$ cat src/rtl/poker_pkg.sv
// Shared types and constants for the poker round controller and the add-ten stage.
package poker_pkg;

   localparam int unsigned CHIP_W    = 8;
   localparam int unsigned CARD_W    = 4;
   localparam int unsigned ANTE_DEF  = 10;
   localparam int unsigned RAISE_DEF = 10;

   typedef enum logic [2:0] {
      ST_IDLE,
      ST_ANTE,
      ST_BET,
      ST_SHOWDOWN,
      ST_SETTLE,
      ST_OVER
   } state_e;

   typedef enum logic [1:0] {
      LG_NONE,
      LG_ANTE,
      LG_MOVE,
      LG_PAY
   } ledger_op_e;

   // One chip-ledger command: what to do, which player, how many chips.
   typedef struct packed {
      ledger_op_e          op;
      logic                side;
      logic [CHIP_W-1:0]   amt;
   } ledger_cmd_t;

   localparam logic [1:0] ACT_CALL  = 2'b00;
   localparam logic [1:0] ACT_RAISE = 2'b01;
   localparam logic [1:0] ACT_FOLD  = 2'b10;

   localparam logic [1:0] WIN_NONE  = 2'b00;
   localparam logic [1:0] WIN_A     = 2'b01;
   localparam logic [1:0] WIN_B     = 2'b10;
   localparam logic [1:0] WIN_SPLIT = 2'b11;

   // Higher card wins; equal cards split.
   function automatic logic [1:0] card_winner(input logic [CARD_W-1:0] a,
                                              input logic [CARD_W-1:0] b);
      if (a > b)      return WIN_A;
      else if (b > a) return WIN_B;
      else            return WIN_SPLIT;
   endfunction

endpackage

$ cat src/rtl/poker_round_ctrl_if.sv
// Player-facing handshake and status bus of the poker round controller.
interface poker_round_ctrl_if;
   import poker_pkg::*;

   logic                start;
   logic [CARD_W-1:0]   card_a;
   logic [CARD_W-1:0]   card_b;
   logic                act_valid;
   logic [1:0]          act;
   logic                act_ready;
   logic                turn;
   logic [CHIP_W-1:0]   chips_a;
   logic [CHIP_W-1:0]   chips_b;
   logic [CHIP_W-1:0]   pot;
   logic [CHIP_W-1:0]   bet_a;
   logic [CHIP_W-1:0]   bet_b;
   logic [CHIP_W-1:0]   raise_b;
   logic                raise_s;
   logic [1:0]          winner;
   logic                done;
   logic                game_over;

   modport master (
      output start, card_a, card_b, act_valid, act,
      input  act_ready, turn, chips_a, chips_b, pot, bet_a, bet_b,
             raise_b, raise_s, winner, done, game_over
   );

   modport slave (
      input  start, card_a, card_b, act_valid, act,
      output act_ready, turn, chips_a, chips_b, pot, bet_a, bet_b,
             raise_b, raise_s, winner, done, game_over
   );

endinterface

$ cat src/rtl/poker_round_ctrl_chip_ledger.sv
// Stack, bet and pot registers; every chip movement keeps stacks + pot constant.
module chip_ledger
   import poker_pkg::*;
#(
   parameter int unsigned INIT_CHIPS = 100,
   parameter int unsigned ANTE       = ANTE_DEF
)(
   input  logic                clk,
   input  logic                rst,
   input  ledger_cmd_t         i_cmd,
   input  logic [1:0]          i_winner,
   output logic [CHIP_W-1:0]   o_chips_a,
   output logic [CHIP_W-1:0]   o_chips_b,
   output logic [CHIP_W-1:0]   o_pot,
   output logic [CHIP_W-1:0]   o_bet_a,
   output logic [CHIP_W-1:0]   o_bet_b
);

   logic [CHIP_W-1:0] r_chips_a;
   logic [CHIP_W-1:0] r_chips_b;
   logic [CHIP_W-1:0] r_pot;
   logic [CHIP_W-1:0] r_bet_a;
   logic [CHIP_W-1:0] r_bet_b;
   logic [CHIP_W-1:0] w_half;

   // Split pots are always even because both bets are equal at showdown.
   assign w_half = r_pot >> 1;

   // Apply the FSM's ledger command on each edge.
   always_ff @(posedge clk) begin
      if (rst) begin
         r_chips_a <= CHIP_W'(INIT_CHIPS);
         r_chips_b <= CHIP_W'(INIT_CHIPS);
         r_pot     <= '0;
         r_bet_a   <= '0;
         r_bet_b   <= '0;
      end else begin
         case (i_cmd.op)
            LG_ANTE: begin
               r_chips_a <= r_chips_a - CHIP_W'(ANTE);
               r_chips_b <= r_chips_b - CHIP_W'(ANTE);
               r_bet_a   <= CHIP_W'(ANTE);
               r_bet_b   <= CHIP_W'(ANTE);
               r_pot     <= CHIP_W'(2 * ANTE);
            end
            LG_MOVE: begin
               if (i_cmd.side) begin
                  r_chips_b <= r_chips_b - i_cmd.amt;
                  r_bet_b   <= r_bet_b + i_cmd.amt;
               end else begin
                  r_chips_a <= r_chips_a - i_cmd.amt;
                  r_bet_a   <= r_bet_a + i_cmd.amt;
               end
               r_pot <= r_pot + i_cmd.amt;
            end
            LG_PAY: begin
               case (i_winner)
                  WIN_A:     r_chips_a <= r_chips_a + r_pot;
                  WIN_B:     r_chips_b <= r_chips_b + r_pot;
                  WIN_SPLIT: begin
                     r_chips_a <= r_chips_a + w_half;
                     r_chips_b <= r_chips_b + w_half;
                  end
                  default: ;
               endcase
               r_pot   <= '0;
               r_bet_a <= '0;
               r_bet_b <= '0;
            end
            default: ;
         endcase
      end
   end

   assign o_chips_a = r_chips_a;
   assign o_chips_b = r_chips_b;
   assign o_pot     = r_pot;
   assign o_bet_a   = r_bet_a;
   assign o_bet_b   = r_bet_b;

endmodule

$ cat src/rtl/poker_round_ctrl.sv
// Round controller for one Indian Poker hand: antes, alternating betting, settlement.
module poker_round_ctrl
   import poker_pkg::*;
#(
   parameter int unsigned INIT_CHIPS = 100,
   parameter int unsigned ANTE       = ANTE_DEF,
   parameter int unsigned RAISE      = RAISE_DEF,
   parameter int unsigned MAX_RAISES = 4
)(
   input  logic                clk,
   input  logic                rst,
   poker_round_ctrl_if.slave   bus
);

   localparam int unsigned CNT_W = 3;

   state_e              r_state;
   logic [CARD_W-1:0]   r_card_a;
   logic [CARD_W-1:0]   r_card_b;
   logic [CNT_W-1:0]    r_raise_cnt;
   logic [1:0]          r_act_cnt;
   logic                r_turn;
   logic                r_act_ready;
   logic [CHIP_W-1:0]   r_raise_b;
   logic                r_raise_s;
   logic [1:0]          r_winner;
   logic                r_done;
   logic                r_game_over;

   logic [CHIP_W-1:0]   w_chips_a;
   logic [CHIP_W-1:0]   w_chips_b;
   logic [CHIP_W-1:0]   w_pot;
   logic [CHIP_W-1:0]   w_bet_a;
   logic [CHIP_W-1:0]   w_bet_b;
   logic [CHIP_W-1:0]   w_own_bet;
   logic [CHIP_W-1:0]   w_opp_bet;
   logic [CHIP_W-1:0]   w_own_chips;
   logic [CHIP_W-1:0]   w_opp_chips;
   logic [CHIP_W-1:0]   w_diff;
   logic                w_accept;
   logic                w_is_fold;
   logic                w_is_raise;
   logic                w_raise_ok;
   ledger_cmd_t         w_cmd;

   // Actor-relative view of the bets/stacks and the raise legality check.
   always_comb begin
      w_own_bet   = r_turn ? w_bet_b   : w_bet_a;
      w_opp_bet   = r_turn ? w_bet_a   : w_bet_b;
      w_own_chips = r_turn ? w_chips_b : w_chips_a;
      w_opp_chips = r_turn ? w_chips_a : w_chips_b;
      w_diff      = w_opp_bet - w_own_bet;
      w_raise_ok  = (r_raise_cnt < CNT_W'(MAX_RAISES)) &&
                    ({1'b0, w_own_chips} >= ({1'b0, w_diff} + 9'(RAISE))) &&
                    (w_opp_chips >= CHIP_W'(RAISE));
      w_accept    = r_act_ready && bus.act_valid;
      w_is_fold   = (bus.act == ACT_FOLD);
      w_is_raise  = (bus.act == ACT_RAISE) && w_raise_ok;
   end

   // Ledger command for this cycle; illegal raises and code 11 move like a call.
   always_comb begin
      w_cmd.op   = LG_NONE;
      w_cmd.side = r_turn;
      w_cmd.amt  = '0;
      case (r_state)
         ST_ANTE:   w_cmd.op = LG_ANTE;
         ST_BET: begin
            if (w_accept && !w_is_fold) begin
               w_cmd.op  = LG_MOVE;
               w_cmd.amt = w_is_raise ? (w_diff + CHIP_W'(RAISE)) : w_diff;
            end
         end
         ST_SETTLE: w_cmd.op = LG_PAY;
         default: ;
      endcase
   end

   // Hand sequencing FSM with registered status outputs.
   always_ff @(posedge clk) begin
      if (rst) begin
         r_state     <= ST_IDLE;
         r_card_a    <= '0;
         r_card_b    <= '0;
         r_raise_cnt <= '0;
         r_act_cnt   <= '0;
         r_turn      <= 1'b0;
         r_act_ready <= 1'b0;
         r_raise_b   <= '0;
         r_raise_s   <= 1'b0;
         r_winner    <= WIN_NONE;
         r_done      <= 1'b0;
         r_game_over <= 1'b0;
      end else begin
         r_raise_s <= 1'b0;
         r_done    <= 1'b0;
         case (r_state)
            ST_IDLE: begin
               if (bus.start) begin
                  if ((w_chips_a < CHIP_W'(ANTE)) || (w_chips_b < CHIP_W'(ANTE))) begin
                     r_game_over <= 1'b1;
                     r_state     <= ST_OVER;
                  end else begin
                     r_card_a <= bus.card_a;
                     r_card_b <= bus.card_b;
                     r_state  <= ST_ANTE;
                  end
               end
            end
            ST_ANTE: begin
               r_raise_cnt <= '0;
               r_act_cnt   <= '0;
               r_turn      <= 1'b0;
               r_winner    <= WIN_NONE;
               r_act_ready <= 1'b1;
               r_state     <= ST_BET;
            end
            ST_BET: begin
               if (w_accept) begin
                  if (r_act_cnt != 2'd3) r_act_cnt <= r_act_cnt + 2'd1;
                  if (w_is_fold) begin
                     r_winner    <= r_turn ? WIN_A : WIN_B;
                     r_act_ready <= 1'b0;
                     r_state     <= ST_SETTLE;
                  end else if (w_is_raise) begin
                     r_raise_b   <= w_opp_bet;
                     r_raise_s   <= 1'b1;
                     r_raise_cnt <= r_raise_cnt + CNT_W'(1);
                     r_turn      <= ~r_turn;
                  end else if (r_act_cnt != 2'd0) begin
                     r_act_ready <= 1'b0;
                     r_state     <= ST_SHOWDOWN;
                  end else begin
                     r_turn <= ~r_turn;
                  end
               end
            end
            ST_SHOWDOWN: begin
               r_winner <= card_winner(r_card_a, r_card_b);
               r_state  <= ST_SETTLE;
            end
            ST_SETTLE: begin
               r_done  <= 1'b1;
               r_state <= ST_IDLE;
            end
            ST_OVER: r_state <= ST_OVER;
            default: r_state <= ST_IDLE;
         endcase
      end
   end

   chip_ledger #(
      .INIT_CHIPS (INIT_CHIPS),
      .ANTE       (ANTE)
   ) u_ledger (
      .clk        (clk),
      .rst        (rst),
      .i_cmd      (w_cmd),
      .i_winner   (r_winner),
      .o_chips_a  (w_chips_a),
      .o_chips_b  (w_chips_b),
      .o_pot      (w_pot),
      .o_bet_a    (w_bet_a),
      .o_bet_b    (w_bet_b)
   );

   assign bus.act_ready = r_act_ready;
   assign bus.turn      = r_turn;
   assign bus.chips_a   = w_chips_a;
   assign bus.chips_b   = w_chips_b;
   assign bus.pot       = w_pot;
   assign bus.bet_a     = w_bet_a;
   assign bus.bet_b     = w_bet_b;
   assign bus.raise_b   = r_raise_b;
   assign bus.raise_s   = r_raise_s;
   assign bus.winner    = r_winner;
   assign bus.done      = r_done;
   assign bus.game_over = r_game_over;

endmodule

$ cat src/flat_wrapper.sv
// flat-port wrapper written by rule: the top's interface ports become plain ports
module poker_round_ctrl_flat import poker_pkg::*;
#(
   parameter int unsigned INIT_CHIPS = 100,
   parameter int unsigned ANTE       = ANTE_DEF,
   parameter int unsigned RAISE      = RAISE_DEF,
   parameter int unsigned MAX_RAISES = 4
)
  (clk, rst, bus_start, bus_card_a, bus_card_b, bus_act_valid, bus_act, bus_act_ready, bus_turn, bus_chips_a, bus_chips_b, bus_pot, bus_bet_a, bus_bet_b, bus_raise_b, bus_raise_s, bus_winner, bus_done, bus_game_over);
  poker_round_ctrl_if bus_i ();
  input  logic clk;
  input  logic rst;
  input wire logic [$bits(bus_i.start)-1:0] bus_start;
  input wire logic [$bits(bus_i.card_a)-1:0] bus_card_a;
  input wire logic [$bits(bus_i.card_b)-1:0] bus_card_b;
  input wire logic [$bits(bus_i.act_valid)-1:0] bus_act_valid;
  input wire logic [$bits(bus_i.act)-1:0] bus_act;
  output wire logic [$bits(bus_i.act_ready)-1:0] bus_act_ready;
  output wire logic [$bits(bus_i.turn)-1:0] bus_turn;
  output wire logic [$bits(bus_i.chips_a)-1:0] bus_chips_a;
  output wire logic [$bits(bus_i.chips_b)-1:0] bus_chips_b;
  output wire logic [$bits(bus_i.pot)-1:0] bus_pot;
  output wire logic [$bits(bus_i.bet_a)-1:0] bus_bet_a;
  output wire logic [$bits(bus_i.bet_b)-1:0] bus_bet_b;
  output wire logic [$bits(bus_i.raise_b)-1:0] bus_raise_b;
  output wire logic [$bits(bus_i.raise_s)-1:0] bus_raise_s;
  output wire logic [$bits(bus_i.winner)-1:0] bus_winner;
  output wire logic [$bits(bus_i.done)-1:0] bus_done;
  output wire logic [$bits(bus_i.game_over)-1:0] bus_game_over;
  assign bus_i.start = bus_start;
  assign bus_i.card_a = bus_card_a;
  assign bus_i.card_b = bus_card_b;
  assign bus_i.act_valid = bus_act_valid;
  assign bus_i.act = bus_act;
  assign bus_act_ready = bus_i.act_ready;
  assign bus_turn = bus_i.turn;
  assign bus_chips_a = bus_i.chips_a;
  assign bus_chips_b = bus_i.chips_b;
  assign bus_pot = bus_i.pot;
  assign bus_bet_a = bus_i.bet_a;
  assign bus_bet_b = bus_i.bet_b;
  assign bus_raise_b = bus_i.raise_b;
  assign bus_raise_s = bus_i.raise_s;
  assign bus_winner = bus_i.winner;
  assign bus_done = bus_i.done;
  assign bus_game_over = bus_i.game_over;
  poker_round_ctrl #(.INIT_CHIPS(INIT_CHIPS), .ANTE(ANTE), .RAISE(RAISE), .MAX_RAISES(MAX_RAISES)) u_core (.clk(clk), .rst(rst), .bus(bus_i));
endmodule
$ cat config.mk
export PLATFORM = sky130hd
export DESIGN_NAME = poker_round_ctrl_flat
export DESIGN_NICKNAME = d
export VERILOG_FILES = /design/src/rtl/poker_pkg.sv /design/src/rtl/poker_round_ctrl_if.sv /design/src/rtl/poker_round_ctrl_chip_ledger.sv /design/src/rtl/poker_round_ctrl.sv /design/src/flat_wrapper.sv
export SDC_FILE = /design/constraint.sdc
export NUM_CORES = 1
export LEC_CHECK = 0
export CELL_PAD_IN_SITES_DETAIL_PLACEMENT = 0
export CELL_PAD_IN_SITES_GLOBAL_PLACEMENT = 2
export CORE_MARGIN = 2
export CORE_UTILIZATION = 37
export DETAILED_ROUTE_END_ITERATION = 8
export PLACE_DENSITY_LB_ADDON = 0.08
export SETUP_SLACK_MARGIN = 0.05
export SLEW_MARGIN = 10
export SYNTH_ARGS = -nofsm -noshare
export SYNTH_HDL_FRONTEND = slang
export SYNTH_HIERARCHICAL = 1
export SYNTH_SLANG_ARGS = --single-unit
$ cat constraint.sdc
create_clock -name clk -period 16.9 [get_ports clk]
set_input_delay 2.535 -clock clk [delete_from_list [all_inputs] [get_ports clk]]
set_output_delay 2.535 -clock clk [all_outputs]
set_load 0.05 [all_outputs]
==> impl_metrics.yaml, run 1 <==
# generated from flow reports
layout:
  nMultiInputCombCells: 648
  signal_buffers: 76
  post-route-util: 0.442
  drive_above_1_share: 0.0696
  dominant_cells: "combinational gates"
  design_area_mm2: 0.00754
  nonClkBufAreaFrac: 0.0975
  seqCellArea_mm2: 0.00142
  n_all_inverters: 37
  seq_cells: 71
  comb_area_share: 0.617
  stdcell_count: 1073
  sh_seq_area: 0.188
  most-common-layout-cells: "82 x nor2_1, 71 x dfxtp_1, 67 x clkdlybuf4s50_1, 65 x ha_1, 54 x nand2_1"
  lay_top_count: "nor2_1"
  clk_share: 0.0411
  finalNetCount: 928
  mi_logic_area_mm2: 0.00466
  fill_cells: 1754
  nClkBuffers: 13
route:
  avgViaCountPerCell: 5.65
  dr.pass1.iters: 5
  highest_layer: "met4"
  met3WireLength_um: 699
  postRouteAntennaNets: 0
  wl_met2_um: 9070
  drt_iter0_drc: 332
  wl_met1_um: 9110
  drc_errors: 0
critical_path:
  critPathKind: "reg -> reg"
  r2r_cells: 28
  cp_num_buf_inv: 2
  r2r-start: "u_core/bus.turn"
  reg2reg_slack_ns: 9.16
  regToRegEndpoint: "u_core/u_ledger/o_chips_a[7]"
  setup.worst_path.end: "u_core/u_ledger/o_chips_a[7]"
  path_max_fanout: 33
  critical-path-top-delay-family: "simple AND/OR/NAND/NOR gates"
  crit_path_start_kind: "flop"
  slowest_stage: "a2111oi_0"
  cp_num_cells: 28
  cp.arrival_ns: 8.02
  cpMostUsedCell: "ha_1"
  max_stage_delay_ns: 0.77
  worst_setup_path_end_kind: "flop"
  crit_start: "u_core/bus.turn"
  critPathRequiredTime_ns: 17.18
synthesis:
  mux_area_frac: 0.0876
  yosysTopAreaCell: "dfxtp_1"
  ff_type: "dfxtp_1"
  synth_nets: 879
  yosysCellCount: 794
  syn_inst: 794
  synth.cellmix.compoundShare: 0.222
  topCombFamilyByArea: "simple AND/OR/NAND/NOR gates"
  yosysSeqAreaShare: 0.223
  ys_warn_count: 6
  edf_count: 0
  top_area_frac: 0.223
  async_reset_ff_frac: 0
  synth-adder-area-share: 0.146
  yosysUniqueCellTypes: 73
  numSynthFlops: 71
  yosysChipArea_mm2: 0.00638
  syn_area_mm2: 0.00638
  synth-xor-area-share: 0.0412
  yosys-top-cells-count: "82 x nor2_1, 71 x dfxtp_1, 65 x ha_1, 54 x nand2_1, 50 x a21oi_1"
  synth.avg_cell_area_um2: 8.04
  yosysMostFrequentCell: "nor2_1"
  simple_gate_share: 0.232
timing:
  fmax_mhz: 129
  hold-worst-slack_ns: 0.480
  fin_ws_ns: 9.16
  maxSlewHeadroom: 0.250
  finalHoldViolCount: 0
  worst_clock_skew_ns: 0.00655
  min_period_ns: 7.74
  fin_setup_tns_ns: 0
  period_used_share: 0.458
  grt_setup_unrepaired: "no"
  worst_pin_slew_ns: 1.12
  final_max_slew_viol_count: 0
  setup_violations: 0
placement:
  dpl_cell_area_mm2: 0.00723
  io_buffers: 68
  hpwlAfterDp_um: 14100
  dp.cells: 1057
  gp_congestion: 0.834
  dp_slack_ns: 9.23
clock_tree:
  htreeDepth: 3
  ctsHoldBuffers: 0
  cts_root_buf: "clkbuf_16"
  clockBufferDepth: 2
  cts_tree: "yes"
  path_clk_slew_ns: 0.06
  cts_setup_buffers: 0
  post_cts_resized: 0
global_route:
  antenna_found_initial: 0
  grt_pass1_wl_um: 31100
  grt_pass1_vias: 5910
  busiest_layer: "met2"
  grt_max_degree: 60
  gr-usage-met2: 0.368
  gr-total-overflow: 0
  grtUsageMet1: 0.286
  met3_usage: 0.0303
die:
  dieWidth_um: 135
  chip_area_mm2: 0.0183
  io-pin-count: 69
  taps: 225
  fp.dieH_um: 135
  core_area_mm2: 0.0171
  initial_core_util: 0.374
  fp-row-count: 48
power_and_ir_drop:
  p_seq_uw: 253
  seqPwrFrac: 0.229
  power_frac_comb: 0.586
  switching_share: 0.486
  power.group.top: "combinational logic"
  leakage_nw: 3.10
  intPower_uw: 567
  power.density_mw_per_mm2: 146
  vdd_drop_max_mv: 0.0689
  p_switching_uw: 535
  power.total_mw: 1.10
  clockPowerShare: 0.185
  pg_comb_uw: 646
min_path:
  min_path_cells: 2
  min_from: "u_core/bus.raise_b[0]"
  whs_endpoint: "u_core/bus.raise_b[0]"
  hp-class: "reg -> reg"
job:
  tool_warnings: 31
  drv_cap: 0
outcome:
  status: "finished, final reports clean"
run_1/clock_nets.png
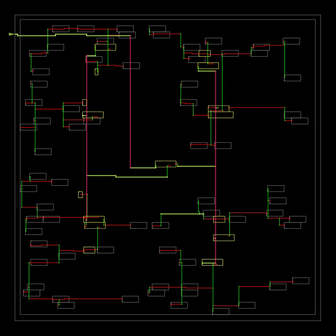
Latency at later pin: 0.35 ns
CTS Buf Count: 9
clk pwr: 204 uW
clock sinks: 71

run_1/layers.png
(3 px per um)
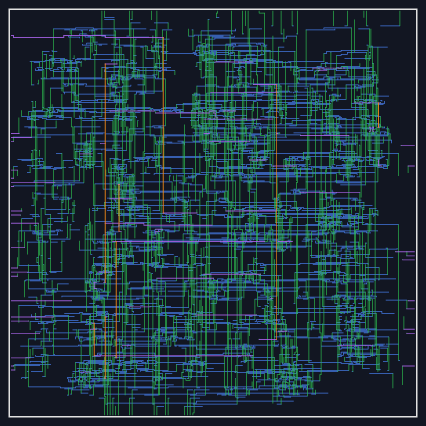
- blue: M1 (wire length 9110 um)
- purple: M3 (wire length 700 um)
- green: M2 (wire length 9070 um)
- orange: M4 (wire length 310 um)
routed wire length: 19200 um
WL per Instance: 17.9 um
vias after detailed routing: 6060
global-route usage over all layers: 0.217

run_1/gates.png
(2 px per um)
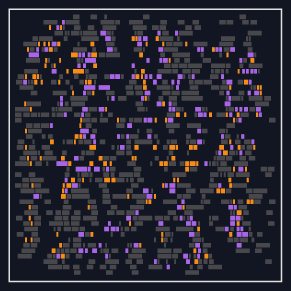
- purple: aoi and oai cells (cells 164; where all over the die)
- orange: nor cells (cells 152; where all over the die)

run_1/floorplan.png
(3 px per um) Pins as bars on the die edge.
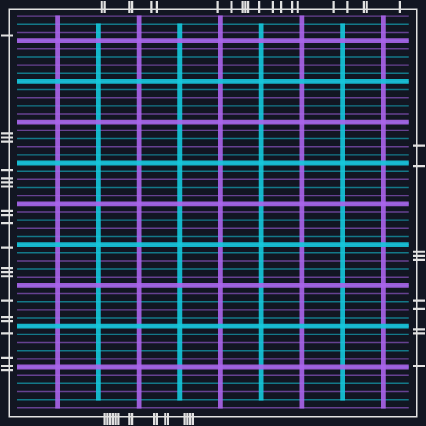

--- run 2 (diff from run 1) ---
--- a/config.mk
+++ b/config.mk
@@ -8,7 +8,7 @@
 export CELL_PAD_IN_SITES_DETAIL_PLACEMENT = 0
 export CELL_PAD_IN_SITES_GLOBAL_PLACEMENT = 2
 export CORE_MARGIN = 2
-export CORE_UTILIZATION = 37
+export CORE_UTILIZATION = 31
 export DETAILED_ROUTE_END_ITERATION = 8
 export PLACE_DENSITY_LB_ADDON = 0.08
 export SETUP_SLACK_MARGIN = 0.05
==> constraint.sdc (replaced) <==
create_clock -name clk -period 6.3 [get_ports clk]
set_input_delay 0.945 -clock clk [delete_from_list [all_inputs] [get_ports clk]]
set_output_delay 0.945 -clock clk [all_outputs]
set_load 0.05 [all_outputs]
run_2/floorplan.png
(2 px per um) Pins as bars on the die edge.
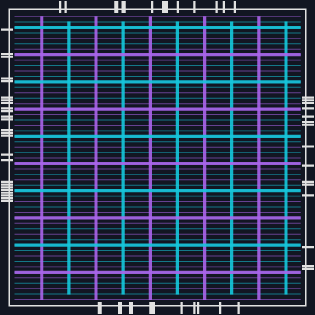
- purple: VSS
- cyan: VDD
- met4 straps: 10
- met5 straps: 10
- signal pins: 69
- met1 rails: 53

==> impl_metrics.yaml, run 2 <==
# generated from flow reports
job:
  tool_warnings: 32
  drv_cap: 0
synthesis:
  synth-xor-area-share: 0.0412
  synth.cellmix.compoundShare: 0.222
  yosysChipArea_mm2: 0.00638
  yosysSeqAreaShare: 0.223
  edf_count: 0
  async_reset_ff_frac: 0
  synth.avg_cell_area_um2: 8.04
  mux_area_frac: 0.0876
  yosys-top-cells-count: "82 x nor2_1, 71 x dfxtp_1, 65 x ha_1, 54 x nand2_1, 50 x a21oi_1"
  yosysMostFrequentCell: "nor2_1"
power_and_ir_drop:
  p_switching_mw: 1.61
  pg_comb_mw: 2.09
  power.group.top: "combinational logic"
  switching_share: 0.486
  power.total_mw: 3.31
  clockPowerShare: 0.165
  leakage_nw: 3.28
  p_seq_uw: 670
  power_frac_comb: 0.632
timing:
  maxSlewHeadroom: 0.362
  worst_pin_slew_ns: 0.956
  finalHoldViolCount: 0
  worst_clock_skew_ns: 0.00576
  setup_violations: 0
  grt_setup_unrepaired: "no"
  fin_setup_tns_ns: 0
global_route:
  busiest_layer: "met2"
  grtUsageMet1: 0.249
  met3_usage: 0.0281
  grt_max_degree: 34
  gr-total-overflow: 0
  grt_pass1_wl_um: 32800
route:
  wl_met1_um: 9760
  met3WireLength_um: 689
  num_vias: 6162
  finalWirelength_um: 20700
  drc_errors: 0
layout:
  stdcell_count: 1146
  mi_logic_area_mm2: 0.00495
  dominant_cells: "combinational gates"
  seqCellArea_mm2: 0.00143
  nMultiInputCombCells: 648
  fill_cells: 2032
  lay_top_count: "nor2_1"
  most-common-layout-cells: "80 x nor2_1, 69 x dfxtp_1, 67 x clkdlybuf4s50_1, 56 x ha_1, 54 x nand2_1"
clock_tree:
  post_cts_resized: 4
  clockBufferDepth: 2
  path_clk_slew_ns: 0.06
  cts-buffers-inserted: 9
  cts_tree: "yes"
  ctsHoldBuffers: 0
  cts_root_buf: "clkbuf_16"
critical_path:
  r2r_cells: 23
  path_max_fanout: 7
  slowest_stage: "or4_1"
  max_stage_delay_ns: 0.66
  critical-path-top-delay-family: "simple AND/OR/NAND/NOR gates"
  crit_start: "u_core/bus.turn"
  critPathKind: "reg -> reg"
  reg2reg_slack_ns: 0.30
die:
  chip_area_mm2: 0.0217
  initial_core_util: 0.315
  core_area_mm2: 0.0202
  dieWidth_um: 147
  fp.dieH_um: 147
  taps: 270
min_path:
  min_from: "u_core/bus.game_over"
  min_path_cells: 2
placement:
  dp.cells: 1123
  gp_congestion: 0.886
  io_buffers: 68
outcome:
  status: "finished, final reports clean"
run_2/clock_nets.png
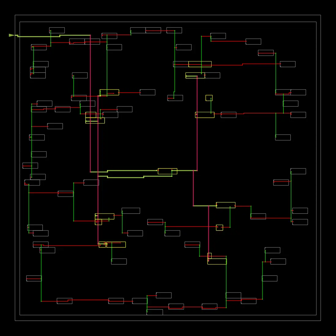
clkbuf count: 10
clk pwr: 547 uW
Flops: 71

run_2/gates.png
(2 px per um)
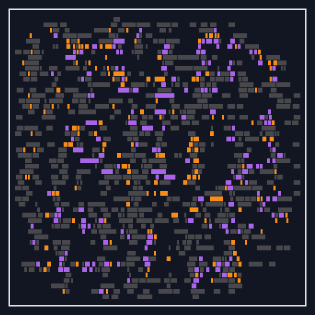

--- run 3 (diff from run 2) ---
--- a/config.mk
+++ b/config.mk
@@ -5,10 +5,11 @@
 export SDC_FILE = /design/constraint.sdc
 export NUM_CORES = 1
 export LEC_CHECK = 0
+export ABC_AREA = 1
 export CELL_PAD_IN_SITES_DETAIL_PLACEMENT = 0
 export CELL_PAD_IN_SITES_GLOBAL_PLACEMENT = 2
 export CORE_MARGIN = 2
-export CORE_UTILIZATION = 31
+export CORE_UTILIZATION = 29
 export DETAILED_ROUTE_END_ITERATION = 8
 export PLACE_DENSITY_LB_ADDON = 0.08
 export SETUP_SLACK_MARGIN = 0.05
run_3/gates.png
(2 px per um)
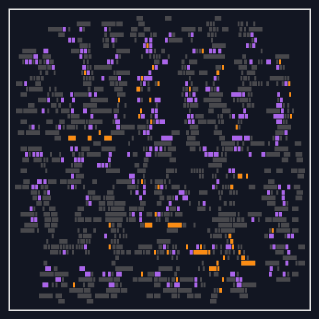
- purple: aoi and oai cells (cells 218; where all over the die)
- orange: nor cells (cells 56)
combinational share of cell area: 0.559
Commonest Layout Cell: nand2_1
non-filler cells, final: 1246

run_3/layers.png
(3 px per um)
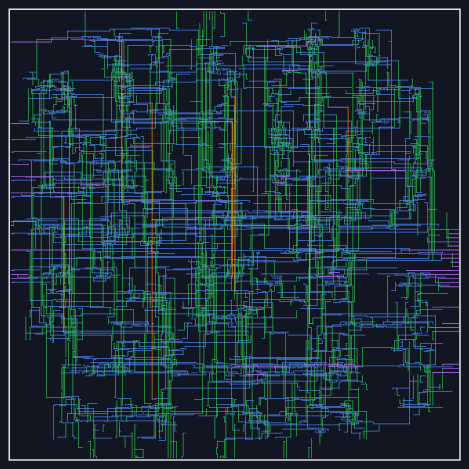
- green: M2 (wire length 9490 um)
- purple: M3 (wire length 683 um)
- blue: M1 (wire length 9540 um)
- orange: M4 (wire length 487 um)
vias after detailed routing: 6117
WL per Instance: 16.2 um
routed wire length: 20200 um
global-route usage over all layers: 0.184

==> impl_metrics.yaml, run 3 <==
# generated from flow reports
min_path:
  min_from: "u_core/bus.raise_b[0]"
  min_path_cells: 2
  hp-class: "reg -> reg"
route:
  drt_iter0_drc: 292
  postRouteAntennaNets: 0
  avgViaCountPerCell: 4.91
  drc_errors: 0
  wl_met2_um: 9490
  met3WireLength_um: 682
  wl_met1_um: 9540
  highest_layer: "met4"
clock_tree:
  cts_root_buf: "clkbuf_16"
  clockBufferDepth: 2
  post_cts_resized: 0
  path_clk_slew_ns: 0.06
  cts-buffers-inserted: 9
  ctsHoldBuffers: 0
  cts_tree: "yes"
critical_path:
  regToRegEndpoint: "u_core/u_ledger/o_chips_a[7]"
  reg2reg_slack_ns: 0.62
  r2r-start: "u_core/bus.turn"
  max_stage_delay_ns: 0.43
  cp.arrival_ns: 5.96
  critical-path-top-delay-family: "AND-OR/OR-AND gates"
  path_max_fanout: 13
  cpMostUsedCell: "nand2_1"
  r2r_cells: 38
  slowest_stage: "fa_1"
  crit_start: "u_core/bus.turn"
  critPathKind: "reg -> reg"
synthesis:
  syn_area_mm2: 0.00616
  yosysUniqueCellTypes: 48
  numSynthFlops: 71
  ff_type: "dfxtp_1"
  yosysSeqAreaShare: 0.231
  synth.avg_cell_area_um2: 6.89
  synthTopCellsByArea: "dfxtp_1 23%, ha_1 13%, nand2_1 13%"
  synth.cellmix.compoundShare: 0.206
  yosys-top-cells-count: "208 x nand2_1, 107 x a21oi_1, 104 x inv_1, 71 x dfxtp_1, 65 x ha_1"
  yosysChipArea_mm2: 0.00616
  synth-xor-area-share: 0.0311
  syn_inst: 894
  yosysMostFrequentCell: "nand2_1"
  mux_area_frac: 0.0228
  topCombFamilyByArea: "simple AND/OR/NAND/NOR gates"
  async_reset_ff_frac: 0
  edf_count: 0
timing:
  period_used_share: 0.901
  fin_ws_ns: 0.624
  maxSlewHeadroom: 0.415
  worst_pin_slew_ns: 0.877
  grt_setup_unrepaired: "yes"
  fmax_mhz: 176
  setup_violations: 0
  fin_setup_tns_ns: 0
  worst_clock_skew_ns: 0.0116
  finalHoldViolCount: 0
layout:
  dominant_cells: "combinational gates"
  design_area_mm2: 0.00755
  fill_cells: 2292
  mi_logic_area_mm2: 0.00422
  most-common-layout-cells: "208 x nand2_1, 104 x inv_1, 102 x a21oi_1, 70 x dfxtp_1, 67 x clkdlybuf4s50_1"
  seq_cells: 71
  nMultiInputCombCells: 688
  seqCellArea_mm2: 0.00142
  signal_buffers: 79
  nClkBuffers: 11
  drive_above_1_share: 0.110
power_and_ir_drop:
  pg_comb_mw: 2.00
  switching_share: 0.512
  p_switching_mw: 1.72
  intPower_mw: 1.63
  clockPowerShare: 0.189
  leakage_nw: 3.53
  power.group.top: "combinational logic"
  pg_clk_uw: 632
  p_seq_uw: 715
  power.total_mw: 3.35
  power_frac_comb: 0.598
global_route:
  gr-total-overflow: 0
  grt_pass1_wl_um: 31500
  busiest_layer: "met2"
  grt_max_degree: 29
  grtUsageMet1: 0.242
  met3_usage: 0.0250
  antenna_found_initial: 0
die:
  dieWidth_um: 150
  fp.dieH_um: 150
  initial_core_util: 0.294
  chip_area_mm2: 0.0224
  fp-row-count: 53
  taps: 275
  core_area_mm2: 0.0210
placement:
  dp.cells: 1230
  io_buffers: 68
  dp_slack_ns: 0.378
  gp_congestion: 0.878
outcome:
  status: "finished, final reports clean"
job:
  drv_cap: 0
  tool_warnings: 32

==> screenshots <==
Clock distribution.
(2 px per um)
picture 1
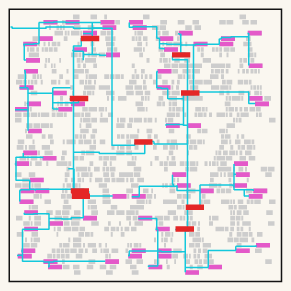
picture 2
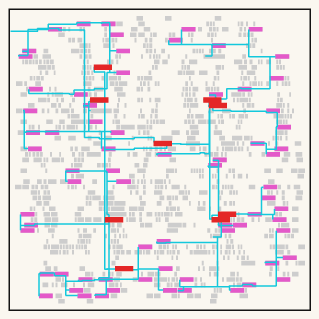
picture 3
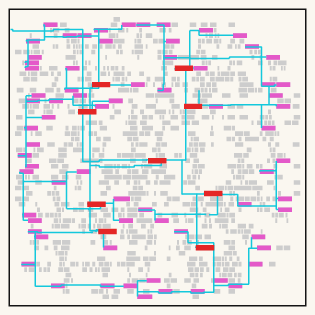
| picture | from |
|---|---|
| picture 1 | run 1 |
| picture 2 | run 3 |
| picture 3 | run 2 |
The one with the smallest die is picture 1.

No activity file was given, so power comes from the tool's default toggle rates.
